==> src/rtl/phy_link_nlane_pkg.sv <==
// Shared types and default codes for the N-lane serial PHY link.
package phy_link_nlane_pkg;

    typedef enum logic {TxTrain, TxFrame} tx_state_e;

    typedef enum logic [1:0] {RxHunt, RxAlign, RxLocked} rx_state_e;

    localparam logic [7:0] DEF_COM = 8'hBC;
    localparam logic [7:0] DEF_IDL = 8'h7C;

    // One symbol is the K flag followed by the payload.
    function automatic int unsigned sym_bits(input int unsigned width);
        return width + 1;
    endfunction

endpackage

==> src/rtl/phy_link_nlane_if.sv <==
// Parallel lane bus of the PHY link: TX capture side and RX delivery side.
interface phy_link_nlane_if #(
    parameter int unsigned LANES = 4,
    parameter int unsigned WIDTH = 8
);
    logic [LANES*WIDTH-1:0] in_data;
    logic [LANES-1:0]       in_valid;
    logic                   peer_ready;
    logic                   tx_take;
    logic [LANES*WIDTH-1:0] out_data;
    logic [LANES-1:0]       out_valid;
    logic                   rx_active;
    logic                   err_pulse;

    modport master (
        output in_data, in_valid, peer_ready,
        input  tx_take, out_data, out_valid, rx_active, err_pulse
    );

    modport slave (
        input  in_data, in_valid, peer_ready,
        output tx_take, out_data, out_valid, rx_active, err_pulse
    );
endinterface

==> src/rtl/phy_link_nlane_rx.sv <==
// Receive side: bit-level COM hunt, symbol alignment, lock/loss tracking and lane demux.
module phy_link_nlane_rx
    import phy_link_nlane_pkg::*;
#(
    parameter int unsigned      LANES      = 4,
    parameter int unsigned      WIDTH      = 8,
    parameter logic [WIDTH-1:0] COM        = WIDTH'(DEF_COM),
    parameter logic [WIDTH-1:0] IDL        = WIDTH'(DEF_IDL),
    parameter int unsigned      SYNC_COUNT = 4,
    parameter int unsigned      LOSS_COUNT = 2
) (
    input  logic                   clk_32f,
    input  logic                   rst,
    input  logic                   serial_in,
    output logic [LANES*WIDTH-1:0] out_data,
    output logic [LANES-1:0]       out_valid,
    output logic                   rx_active,
    output logic                   err_pulse
);
    localparam int unsigned SYM    = sym_bits(WIDTH);
    localparam int unsigned BIT_W  = $clog2(SYM);
    localparam int unsigned SLOT_W = $clog2(LANES + 2);
    localparam int unsigned SYNC_W = $clog2(SYNC_COUNT + 1);
    localparam int unsigned LOSS_W = $clog2(LOSS_COUNT + 1);

    rx_state_e              state_q, state_d;
    logic [SYM-1:0]         shreg_q;
    logic [BIT_W-1:0]       bit_q, bit_d;
    logic [SYNC_W-1:0]      cnt_q, cnt_d;
    logic [SLOT_W-1:0]      slot_q, slot_d;
    logic [LOSS_W-1:0]      miss_q, miss_d;
    logic [LANES*WIDTH-1:0] data_d;
    logic [LANES-1:0]       valid_d;
    logic                   err_d;
    logic                   boundary, is_com, is_idl, is_data;

    assign boundary = (bit_q == BIT_W'(SYM - 1));
    assign is_com   = (shreg_q == {1'b1, COM});
    assign is_idl   = (shreg_q == {1'b1, IDL});
    assign is_data  = !shreg_q[SYM-1];

    always_comb begin
        state_d = state_q;
        bit_d   = boundary ? '0 : bit_q + BIT_W'(1);
        cnt_d   = cnt_q;
        slot_d  = slot_q;
        miss_d  = miss_q;
        data_d  = out_data;
        valid_d = '0;
        err_d   = 1'b0;
        unique case (state_q)
            RxHunt: begin
                if (is_com) begin
                    bit_d   = '0;
                    cnt_d   = SYNC_W'(1);
                    slot_d  = SLOT_W'(1);
                    miss_d  = '0;
                    state_d = (SYNC_COUNT <= 1) ? RxLocked : RxAlign;
                end
            end
            RxAlign: begin
                if (boundary) begin
                    if (is_com) begin
                        cnt_d = cnt_q + SYNC_W'(1);
                        if (cnt_d == SYNC_W'(SYNC_COUNT)) begin
                            state_d = RxLocked;
                            slot_d  = SLOT_W'(1);
                            miss_d  = '0;
                        end
                    end else begin
                        state_d = RxHunt;
                    end
                end
            end
            RxLocked: begin
                if (boundary) begin
                    if (is_com) begin
                        slot_d = SLOT_W'(1);
                        miss_d = '0;
                    end else if (slot_q == SLOT_W'(LANES + 1)) begin
                        // The COM slot held something else: count a miss and resume at slot 1.
                        err_d  = 1'b1;
                        slot_d = SLOT_W'(1);
                        miss_d = miss_q + LOSS_W'(1);
                        if (miss_d == LOSS_W'(LOSS_COUNT)) state_d = RxHunt;
                    end else begin
                        if (is_data) begin
                            for (int i = 0; i < int'(LANES); i++) begin
                                if (slot_q == SLOT_W'(i + 1)) begin
                                    data_d[i*WIDTH +: WIDTH] = shreg_q[WIDTH-1:0];
                                    valid_d[i]               = 1'b1;
                                end
                            end
                        end else if (!is_idl) begin
                            err_d = 1'b1;
                        end
                        slot_d = slot_q + SLOT_W'(1);
                    end
                end
            end
            default: state_d = RxHunt;
        endcase
    end

    always_ff @(posedge clk_32f or posedge rst) begin
        if (rst) begin
            state_q   <= RxHunt;
            shreg_q   <= '0;
            bit_q     <= '0;
            cnt_q     <= '0;
            slot_q    <= '0;
            miss_q    <= '0;
            out_data  <= '0;
            out_valid <= '0;
            rx_active <= 1'b0;
            err_pulse <= 1'b0;
        end else begin
            state_q   <= state_d;
            shreg_q   <= {shreg_q[SYM-2:0], serial_in};
            bit_q     <= bit_d;
            cnt_q     <= cnt_d;
            slot_q    <= slot_d;
            miss_q    <= miss_d;
            out_data  <= data_d;
            out_valid <= valid_d;
            rx_active <= (state_d == RxLocked);
            err_pulse <= err_d;
        end
    end

endmodule

==> src/rtl/phy_link_nlane_tx.sv <==
// Transmit side: COM training, then frames of COM plus one symbol per lane, MSB-first serializer.
module phy_link_nlane_tx
    import phy_link_nlane_pkg::*;
#(
    parameter int unsigned     LANES = 4,
    parameter int unsigned     WIDTH = 8,
    parameter logic [WIDTH-1:0] COM  = WIDTH'(DEF_COM),
    parameter logic [WIDTH-1:0] IDL  = WIDTH'(DEF_IDL)
) (
    input  logic                   clk_32f,
    input  logic                   rst,
    input  logic [LANES*WIDTH-1:0] in_data,
    input  logic [LANES-1:0]       in_valid,
    input  logic                   peer_ready,
    output logic                   tx_take,
    output logic                   serial_out
);
    localparam int unsigned SYM    = sym_bits(WIDTH);
    localparam int unsigned BIT_W  = $clog2(SYM);
    localparam int unsigned SLOT_W = $clog2(LANES + 1);

    tx_state_e              state_q, state_d;
    logic [BIT_W-1:0]       bit_q, bit_d;
    logic [SLOT_W-1:0]      slot_q, slot_d;
    logic [LANES*WIDTH-1:0] data_q;
    logic [LANES-1:0]       valid_q;
    logic [SYM-1:0]         sym;
    logic                   last_bit;

    assign last_bit = (bit_q == BIT_W'(SYM - 1));
    // Capture happens while the frame COM's first bit is being loaded into serial_out.
    assign tx_take  = (state_q == TxFrame) && (slot_q == '0) && (bit_q == '0);

    always_comb begin
        sym = {1'b1, COM};
        if (state_q == TxFrame) begin
            for (int i = 0; i < int'(LANES); i++) begin
                if (slot_q == SLOT_W'(i + 1)) begin
                    sym = valid_q[i] ? {1'b0, data_q[i*WIDTH +: WIDTH]} : {1'b1, IDL};
                end
            end
        end
    end

    always_comb begin
        state_d = state_q;
        slot_d  = slot_q;
        bit_d   = last_bit ? '0 : bit_q + BIT_W'(1);
        if (last_bit) begin
            unique case (state_q)
                TxTrain: begin
                    if (peer_ready) begin
                        state_d = TxFrame;
                        slot_d  = '0;
                    end
                end
                TxFrame: begin
                    if (slot_q != SLOT_W'(LANES)) begin
                        slot_d = slot_q + SLOT_W'(1);
                    end else begin
                        slot_d = '0;
                        if (!peer_ready) state_d = TxTrain;
                    end
                end
                default: state_d = TxTrain;
            endcase
        end
    end

    always_ff @(posedge clk_32f or posedge rst) begin
        if (rst) begin
            state_q    <= TxTrain;
            bit_q      <= '0;
            slot_q     <= '0;
            data_q     <= '0;
            valid_q    <= '0;
            serial_out <= 1'b0;
        end else begin
            state_q    <= state_d;
            bit_q      <= bit_d;
            slot_q     <= slot_d;
            serial_out <= sym[BIT_W'(SYM - 1) - bit_q];
            if (tx_take) begin
                data_q  <= in_data;
                valid_q <= in_valid;
            end
        end
    end

endmodule

==> src/rtl/phy_link_nlane.sv <==
// N-lane serial PHY link top: independent TX and RX halves sharing one bit clock.
module phy_link_nlane
    import phy_link_nlane_pkg::*;
#(
    parameter int unsigned      LANES      = 4,
    parameter int unsigned      WIDTH      = 8,
    parameter logic [WIDTH-1:0] COM        = WIDTH'(DEF_COM),
    parameter logic [WIDTH-1:0] IDL        = WIDTH'(DEF_IDL),
    parameter int unsigned      SYNC_COUNT = 4,
    parameter int unsigned      LOSS_COUNT = 2
) (
    input  logic              clk_32f,
    input  logic              rst,
    phy_link_nlane_if.slave   bus,
    output logic              serial_out,
    input  logic              serial_in
);

    phy_link_nlane_tx #(
        .LANES (LANES),
        .WIDTH (WIDTH),
        .COM   (COM),
        .IDL   (IDL)
    ) u_tx (
        .clk_32f    (clk_32f),
        .rst        (rst),
        .in_data    (bus.in_data),
        .in_valid   (bus.in_valid),
        .peer_ready (bus.peer_ready),
        .tx_take    (bus.tx_take),
        .serial_out (serial_out)
    );

    phy_link_nlane_rx #(
        .LANES      (LANES),
        .WIDTH      (WIDTH),
        .COM        (COM),
        .IDL        (IDL),
        .SYNC_COUNT (SYNC_COUNT),
        .LOSS_COUNT (LOSS_COUNT)
    ) u_rx (
        .clk_32f   (clk_32f),
        .rst       (rst),
        .serial_in (serial_in),
        .out_data  (bus.out_data),
        .out_valid (bus.out_valid),
        .rx_active (bus.rx_active),
        .err_pulse (bus.err_pulse)
    );

endmodule

==> src/flat_wrapper.sv <==
// flat-port wrapper written by rule: the top's interface ports become plain ports
module phy_link_nlane_flat import phy_link_nlane_pkg::*;
#(
    parameter int unsigned      LANES      = 4,
    parameter int unsigned      WIDTH      = 8,
    parameter logic [WIDTH-1:0] COM        = WIDTH'(DEF_COM),
    parameter logic [WIDTH-1:0] IDL        = WIDTH'(DEF_IDL),
    parameter int unsigned      SYNC_COUNT = 4,
    parameter int unsigned      LOSS_COUNT = 2
)
  (clk_32f, rst, serial_out, serial_in, bus_in_data, bus_in_valid, bus_peer_ready, bus_tx_take, bus_out_data, bus_out_valid, bus_rx_active, bus_err_pulse);
  phy_link_nlane_if #(.LANES(LANES), .WIDTH(WIDTH)) bus_i ();
  input  logic clk_32f;
  input  logic rst;
  output logic serial_out;
  input  logic serial_in;
  input wire logic [$bits(bus_i.in_data)-1:0] bus_in_data;
  input wire logic [$bits(bus_i.in_valid)-1:0] bus_in_valid;
  input wire logic [$bits(bus_i.peer_ready)-1:0] bus_peer_ready;
  output wire logic [$bits(bus_i.tx_take)-1:0] bus_tx_take;
  output wire logic [$bits(bus_i.out_data)-1:0] bus_out_data;
  output wire logic [$bits(bus_i.out_valid)-1:0] bus_out_valid;
  output wire logic [$bits(bus_i.rx_active)-1:0] bus_rx_active;
  output wire logic [$bits(bus_i.err_pulse)-1:0] bus_err_pulse;
  assign bus_i.in_data = bus_in_data;
  assign bus_i.in_valid = bus_in_valid;
  assign bus_i.peer_ready = bus_peer_ready;
  assign bus_tx_take = bus_i.tx_take;
  assign bus_out_data = bus_i.out_data;
  assign bus_out_valid = bus_i.out_valid;
  assign bus_rx_active = bus_i.rx_active;
  assign bus_err_pulse = bus_i.err_pulse;
  phy_link_nlane #(.LANES(LANES), .WIDTH(WIDTH), .COM(COM), .IDL(IDL), .SYNC_COUNT(SYNC_COUNT), .LOSS_COUNT(LOSS_COUNT)) u_core (.clk_32f(clk_32f), .rst(rst), .bus(bus_i), .serial_out(serial_out), .serial_in(serial_in));
endmodule
==> config.mk <==
export PLATFORM = sky130hd
export DESIGN_NAME = phy_link_nlane_flat
export DESIGN_NICKNAME = d
export VERILOG_FILES = /design/src/rtl/phy_link_nlane_pkg.sv /design/src/rtl/phy_link_nlane_if.sv /design/src/rtl/phy_link_nlane_rx.sv /design/src/rtl/phy_link_nlane_tx.sv /design/src/rtl/phy_link_nlane.sv /design/src/flat_wrapper.sv
export SDC_FILE = /design/constraint.sdc
export NUM_CORES = 1
export LEC_CHECK = 0
export CORE_MARGIN = 2
export CORE_UTILIZATION = 50
export CTS_BUF_LIST = sky130_fd_sc_hd__clkbuf_4
export DETAILED_ROUTE_END_ITERATION = 16
export GPL_ROUTABILITY_DRIVEN = 1
export HOLD_SLACK_MARGIN = 0.15
export PLACE_DENSITY = 0.85
export SLEW_MARGIN = 10
export SYNTH_ARGS = -nofsm -noshare
export SYNTH_HDL_FRONTEND = slang
export SYNTH_SLANG_ARGS = --single-unit
==> constraint.sdc <==
create_clock -name clk_32f -period 8 [get_ports clk_32f]
set_input_delay 2 -clock clk_32f [delete_from_list [all_inputs] [get_ports clk_32f]]
set_output_delay 2 -clock clk_32f [all_outputs]
set_load 0.01 [all_outputs]
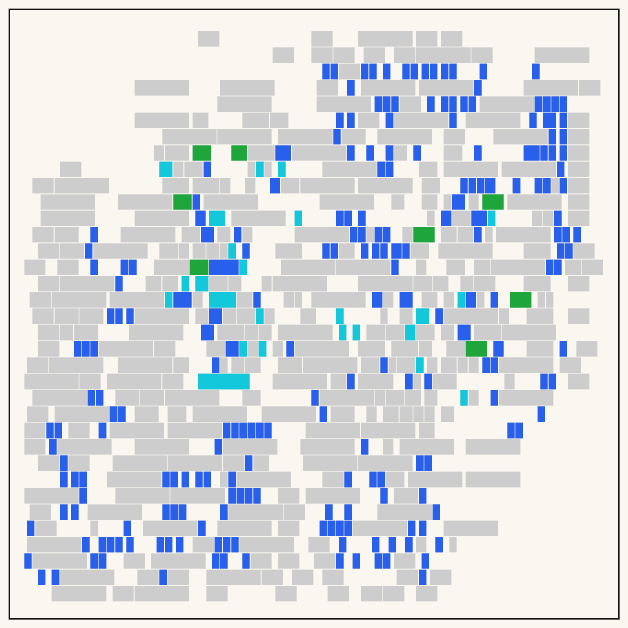
(selected gate families)
Scale: 6 px per µm.
color	family	cells
cyan	nor cells	24
blue	nand cells	222
green	non-inverting ao/oa cells	8

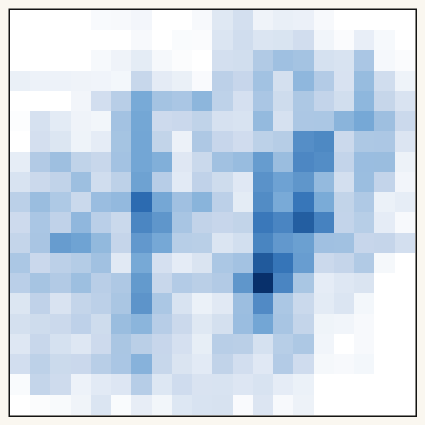
(signal metal coverage by tile)
Scale: 4 px per µm. 20 x 20 tiles, from white (low) to dark blue (high), scaled to the fullest tile. Values are wire area over tile area, all layers added.
mean over tiles	0.17
densest ninth of the die	center
fullest tile	0.73
nearly empty tiles	13%
tiles over half the peak	10%

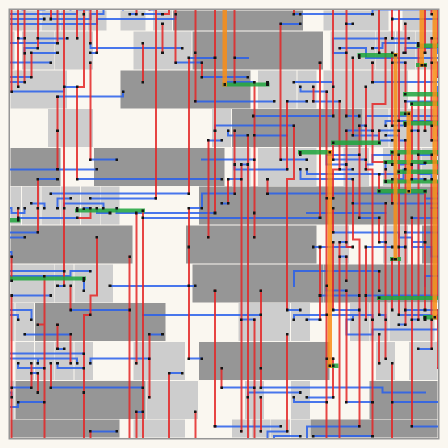
(close-up of the layout)
Region (36, 15) to (66, 45) µm. Cells in gray, sequential cells in the stronger gray; small squares are vias.
color	layer
orange	metal 4
red	metal 2
blue	metal 1
green	metal 3
sequential cells in the window	15
netlist names of flops here include	`u_core.u_tx.data_q` (7), `u_core.u_rx.out_data` (4), `u_core.u_rx.slot_q` (2)
most frequent	nand2_1 (24), dfrtp_1 (15), o21ai_0 (5)
cells with their middle in the window	66

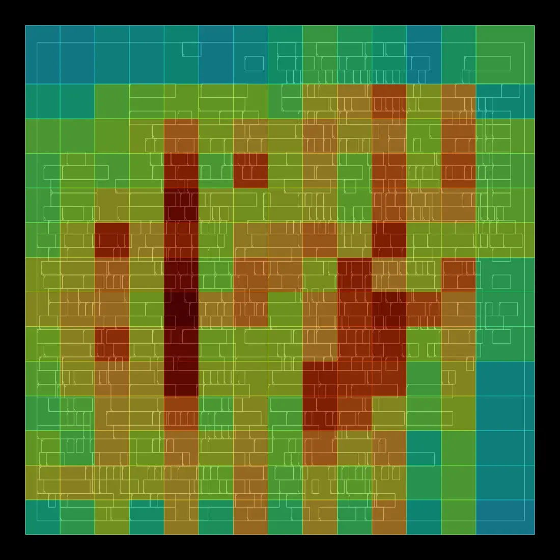
(track usage over the die)
average wire per standard cell: 15.5 µm
GR Util All Layers: 22.7%
met2 Track Usage GR: 39.9%
met3 Track Usage GR: 4.42%
GR peak layer: met2

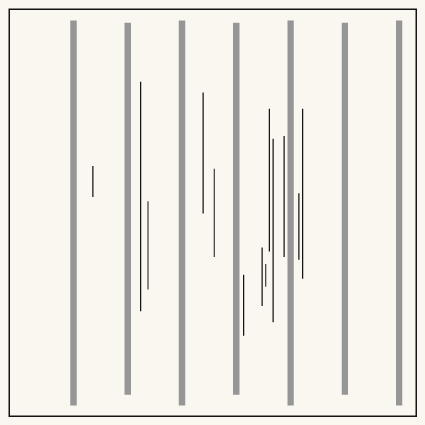
(the metal 4 layer)
Scale: 4 px per µm. Supply wires on this layer in gray.
nets with wire on the layer	12
longest straight run	57.1 µm
share of all routed wire	3.1%

## path summary, 6_finish.rpt
kind                                               start  cells past startpoint  slack (ns)                       end
worst max-delay path                u_core.u_tx.bit_q[0]                      6        3.42               bus_tx_take
worst min-delay path            u_core.u_rx.out_data[19]                      2        0.50  u_core.u_rx.out_data[19]
worst max register to register      u_core.u_rx.bit_q[0]                      7        5.36  u_core.u_rx.out_data[27]
worst min register to register  u_core.u_rx.out_data[19]                      2        0.50  u_core.u_rx.out_data[19]
max in group asynchronous                            rst                      3        4.93      u_core.u_tx.bit_q[2]
min in group asynchronous                            rst                      2        1.90   u_core.u_rx.out_data[9]
==> deck_impl_summary.md <==
Run Summary

Yosys
  • Area leader, netlist: dfrtp_1
  • Ys async rst share: 100%
  • Yosys simple share: 23.6%
  • Number of enable flip-flop cells: 0
  • Unique cell types: 52
  • Post-synth regs: between 100 and 150
  • Post-synthesis cell count: around 510

Power and ir drop
  • Sequential power share: 61.7%
  • Switching portion of total power: between 20% and 30%
  • Internal: 693 µW
  • Sequential cell power: ~600 µW

Critical path
  • CP dominant cell by count: inv_1
  • Crit path DAT: 2.58 ns

Detailed routing
  • Uppermost layer routed: met4
  • Remaining DRCs: 0
  • Antenna-violating nets left: 0
  • M1 WL: 4430 µm
  • First-iteration detailed-routing DRC count: between 200 and 250

Outcome
  • Status: finished clean

Placed design
  • Post-DP HPWL: 7970 µm
  • GP Congestion: roughly 0.95

Run
  • Tool warning count: 32
  • Number of max-cap violations: 0

Hold path
  • Worst hold path class: reg -> reg

STA
  • Final Max Slew Viols: 0
  • Worst Tran Pin Value: ~1.1 ns

CTS
  • CTS Sinks: around 110
  • Clock Root Buffer: clkbuf_4

Final layout
  • Largest regs: u_core.u_rx.out_data: 32 flops, u_core.u_tx.data_q: 32 flops, u_core.u_rx.shreg_q: 9 flops
  • Top cell excl fill/tap: nand2_1
  • Fill count: 752
Power and IR drop assume default switching activity.
